File: config.mk
export PLATFORM = sky130hd
export DESIGN_NAME = grid_arbiter
export DESIGN_NICKNAME = d
export VERILOG_FILES = /design/src/rtl/grid_arbiter.sv
export SDC_FILE = /design/constraint.sdc
export NUM_CORES = 1
export LEC_CHECK = 0
export ABC_CLOCK_PERIOD_IN_PS = 4000
export CORE_AREA = 10 10 153 155
export DETAILED_ROUTE_END_ITERATION = 10
export DIE_AREA = 0 0 163 165
export PLACE_DENSITY = 0.8
export SLEW_MARGIN = 20
export SYNTH_ARGS = -nofsm -noshare
export SYNTH_HDL_FRONTEND = slang
export SYNTH_SLANG_ARGS = --single-unit
export TNS_END_PERCENT = 20
File: constraint.sdc
create_clock -name clk -period 4 [get_ports clk]
set_input_delay 0.8 -clock clk [delete_from_list [all_inputs] [get_ports clk]]
set_output_delay 0.8 -clock clk [all_outputs]
set_load 0.02 [all_outputs]
File: src/rtl/grid_arbiter.sv
// Round-robin sequencer sharing the single-port grid RAM between NREQ workers,
// with an atomic claim (test-and-set on EMPTY) and a bulk fill of every cell.
module grid_arbiter #(
    parameter int                 NREQ       = 4,
    parameter int                 GRID_CELLS = 36,
    parameter logic signed [31:0] EMPTY      = -32'sd1
) (
    input  logic                 clk,
    input  logic                 reset,
    input  logic [NREQ-1:0]      req,
    input  logic [2*NREQ-1:0]    op,
    input  logic [32*NREQ-1:0]   addr,
    input  logic [32*NREQ-1:0]   wdata,
    output logic [NREQ-1:0]      grant,
    output logic [NREQ-1:0]      done,
    output logic [31:0]          rdata,
    output logic                 claimed,
    output logic                 err,
    output logic                 busy,
    output logic                 mem_read,
    output logic                 mem_write,
    output logic [31:0]          mem_addr,
    output logic [31:0]          mem_din,
    input  logic [31:0]          mem_dout
);

    localparam int          IW         = (NREQ > 1) ? $clog2(NREQ) : 1;
    localparam logic [1:0]  OP_READ    = 2'b00;
    localparam logic [1:0]  OP_WRITE   = 2'b01;
    localparam logic [1:0]  OP_CLAIM   = 2'b10;
    localparam logic [1:0]  OP_FILL    = 2'b11;
    localparam logic [31:0] CELL_LIMIT = 32'(GRID_CELLS);
    localparam logic [31:0] LAST_CELL  = 32'(GRID_CELLS - 1);
    localparam logic [IW-1:0] LAST_REQ = IW'(NREQ - 1);

    typedef enum logic [2:0] {
        S_IDLE,
        S_ISSUE,
        S_RESOLVE,
        S_FILL,
        S_DONE
    } state_t;

    state_t        state, state_n;
    logic [IW-1:0] last_winner, winner, pick, cand;
    logic [1:0]    op_q;
    logic [31:0]   addr_q, wdata_q, cnt;
    logic [1:0]    op_a    [NREQ];
    logic [31:0]   addr_a  [NREQ];
    logic [31:0]   wdata_a [NREQ];
    logic          out_of_range, claim_hit;

    always_comb begin
        for (int k = 0; k < NREQ; k++) begin
            op_a[k]    = op[2*k +: 2];
            addr_a[k]  = addr[32*k +: 32];
            wdata_a[k] = wdata[32*k +: 32];
        end
    end

    // Scan downward so the requester closest after last_winner is the final (winning) assignment.
    always_comb begin
        // NOTE: every variable gets a default before any branch, so no latch can be inferred.
        pick = last_winner;
        cand = last_winner;
        for (int i = NREQ; i >= 1; i--) begin
            cand = IW'((int'(last_winner) + i) % NREQ);
            if (req[cand]) pick = cand;
        end
    end

    assign out_of_range = (addr_q >= CELL_LIMIT);
    assign claim_hit    = (op_q == OP_CLAIM) && ($signed(mem_dout) == EMPTY);

    always_ff @(posedge clk) begin
        // NOTE: sequential state uses non-blocking assignments so every register samples pre-edge values.
        if (reset) state <= S_IDLE;
        else       state <= state_n;
    end

    always_comb begin
        state_n = state;
        case (state)
            S_IDLE:    if (|req) state_n = S_ISSUE;
            S_ISSUE: begin
                if (out_of_range && op_q != OP_FILL) state_n = S_DONE;
                else if (op_q == OP_WRITE)           state_n = S_DONE;
                else if (op_q == OP_FILL)            state_n = S_FILL;
                else                                 state_n = S_RESOLVE;
            end
            S_RESOLVE: state_n = S_DONE;
            S_FILL:    if (cnt == LAST_CELL) state_n = S_DONE;
            S_DONE:    state_n = S_IDLE;
            default:   state_n = S_IDLE;
        endcase
    end

    always_comb begin
        mem_read  = 1'b0;
        mem_write = 1'b0;
        mem_addr  = '0;
        mem_din   = '0;
        done      = '0;
        busy      = (state != S_IDLE);
        case (state)
            S_ISSUE: begin
                if (!(out_of_range && op_q != OP_FILL)) begin
                    if (op_q == OP_WRITE) begin
                        mem_write = 1'b1;
                        mem_addr  = addr_q;
                        mem_din   = wdata_q;
                    end else if (op_q == OP_READ || op_q == OP_CLAIM) begin
                        mem_read = 1'b1;
                        mem_addr = addr_q;
                    end
                end
            end
            // A claim whose RESOLVE cycle is hit by reset must leave the cell untouched.
            S_RESOLVE: begin
                if (claim_hit && !reset) begin
                    mem_write = 1'b1;
                    mem_addr  = addr_q;
                    mem_din   = wdata_q;
                end
            end
            S_FILL: begin
                mem_write = 1'b1;
                mem_addr  = cnt;
                mem_din   = wdata_q;
            end
            S_DONE:  done[winner] = 1'b1;
            default: ;
        endcase
    end

    // Result registers only change on the edge entering DONE, so they hold between completions.
    always_ff @(posedge clk) begin
        if (reset) begin
            last_winner <= LAST_REQ;
            winner      <= '0;
            op_q        <= OP_READ;
            addr_q      <= '0;
            wdata_q     <= '0;
            cnt         <= '0;
            grant       <= '0;
            rdata       <= '0;
            claimed     <= 1'b0;
            err         <= 1'b0;
        end else begin
            case (state)
                S_IDLE: begin
                    if (|req) begin
                        winner  <= pick;
                        op_q    <= op_a[pick];
                        addr_q  <= addr_a[pick];
                        wdata_q <= wdata_a[pick];
                        grant   <= NREQ'(1) << pick;
                    end
                end
                S_ISSUE: begin
                    cnt <= '0;
                    if (out_of_range && op_q != OP_FILL) begin
                        err     <= 1'b1;
                        claimed <= 1'b0;
                    end else if (op_q == OP_WRITE) begin
                        err     <= 1'b0;
                        claimed <= 1'b0;
                    end
                end
                S_RESOLVE: begin
                    rdata   <= mem_dout;
                    claimed <= claim_hit;
                    err     <= 1'b0;
                end
                S_FILL: begin
                    cnt <= cnt + 32'd1;
                    if (cnt == LAST_CELL) begin
                        err     <= 1'b0;
                        claimed <= 1'b0;
                    end
                end
                S_DONE: begin
                    last_winner <= winner;
                    grant       <= '0;
                end
                default: ;
            endcase
        end
    end

endmodule

### Placement density heat map

The bar under the picture is 50 µm long. The die is cut into 16 by 16 equal tiles; black is low, pale yellow is high, 0 to 100% covered.
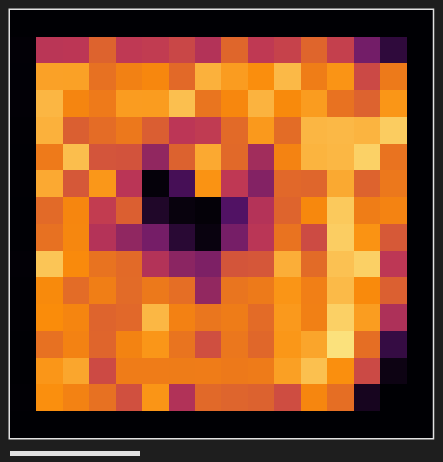
densest ninth of the die: middle right
fullest tile: 93%
mean over tiles: 49%
nearly empty tiles: 25%
tiles over 75% full: 21%
fp util: 42.29%
final core occ: 66.67%

### Routing congestion

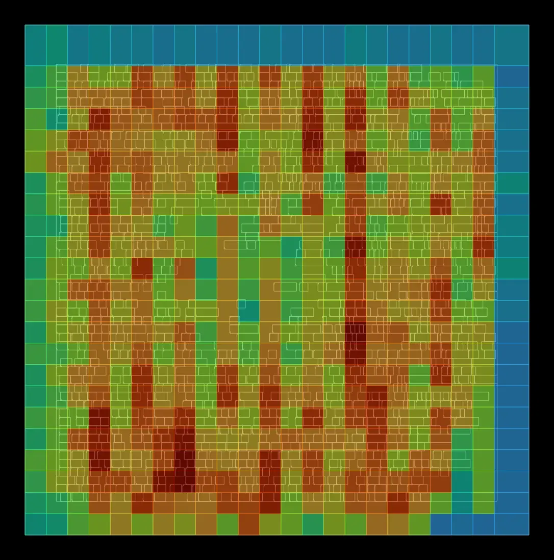
GRT Overall Usage: 27.10%
met1 usage: 32.85%

### Signal wires on met1

The bar under the picture is 50 µm long.
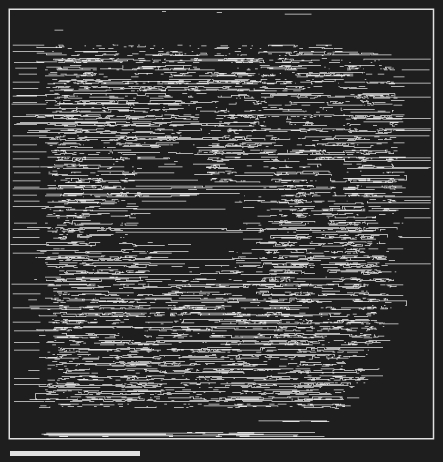
longest straight run: 65.8 µm
nets with wire on the layer: 1557
main direction: horizontal
share of all routed wire: 40%
WL final: 38540 µm
via count: 9779

### Wire density map

The bar under the picture is 50 µm long. The die is cut into 33 by 33 equal tiles; black is low, pale yellow is high, scaled to the fullest tile. Values are wire area over tile area, all layers added.
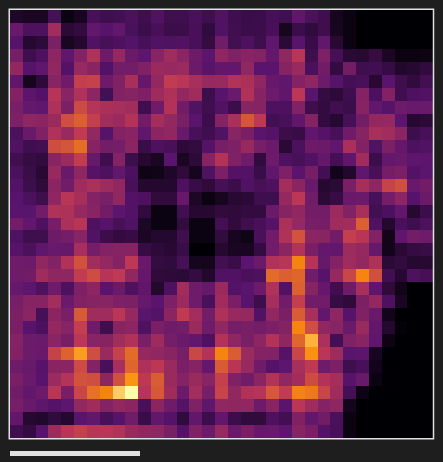
nearly empty tiles: 6.2%
fullest tile: 0.84
mean over tiles: 0.24
tiles over half the peak: 7.0%
WL/cell: 22.80 µm

### Metal 2

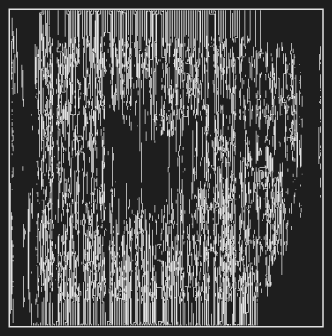
main direction: vertical
longest straight run: 68.2 µm
nets with wire on the layer: 1398
share of all routed wire: 49%
wire length on this layer: 18900 µm
met2 usage in global routing: 44.60%

==> flow_summary.yaml <==
# flow metrics
power_and_ir_drop:
  powerSeq_mw: 1.72
  seq_power_share_pct: 37.4
  ir_worst_vdd_mv: 0.1929
  combPwrFrac_pct: 26.7
cts:
  cts_hold_buf: 0
  cts_sinks: 143
  cts_buffer_depth: 2
  cts_tree: "yes"
  cts_buffers: 17
  clockRootBuffer: "clkbuf_16"
grt:
  grt_pass1_vias: 9537
  grt-busiest-layer: "met2"
  overflow: 0
critical_path:
  worstPathRequired_ns: 3.20
  cp-start-kind: "input port"
  worstReg2RegEnd: "wdata_q[22]$_SDFFE_PP0P_"
  r2r_slack_ns: 1.63
  r2r_start: "last_winner[0]$_SDFFE_PP1P_"
outcome:
  status: "finished clean"
placement:
  place_ws_ns: -0.1014
  dp_hpwl_um: 29050
cells_and_area:
  fin_area_um2: 13450
  lay_top_count: "clkdlybuf4s50_1"
  instances_no_fill: 1690
  num-nonclk-inverters: 1
  seq_area_um2: 2863
routing:
  drt-met1-wl_um: 15360
  vias_per_cell: 5.786
timing:
  drv_slew: 0
yosys:
  logic_family: "simple AND/OR/NAND/NOR gates"
  edf_count: 0
  yosysMostFrequentCell: "dfxtp_1"
[worst min path at each step]
| stage | to | slack (ns) | cells after the start |
|---|---|---|---|
| after global routing | rdata[0]$_SDFFE_PP0P_ | 0.47 | 2 |
| after detailed placement | rdata[0]$_SDFFE_PP0P_ | 0.45 | 2 |
| after global placement | rdata[15]$_SDFFE_PP0P_ | 0.44 | 2 |
| after CTS | rdata[0]$_SDFFE_PP0P_ | 0.46 | 2 |
| after floorplan | wdata_q[0]$_SDFFE_PP0P_ | 0.45 | 2 |
| final | rdata[21]$_SDFFE_PP0P_ | 0.45 | 2 |
[timing repair]
| action | CTS | global route |
|---|---|---|
| endpoints found under the setup margin | 33 | 14 |
| resized | 31 | 2 |
| gates cloned | 0 | 0 |
| pin swaps | 2 | 0 |
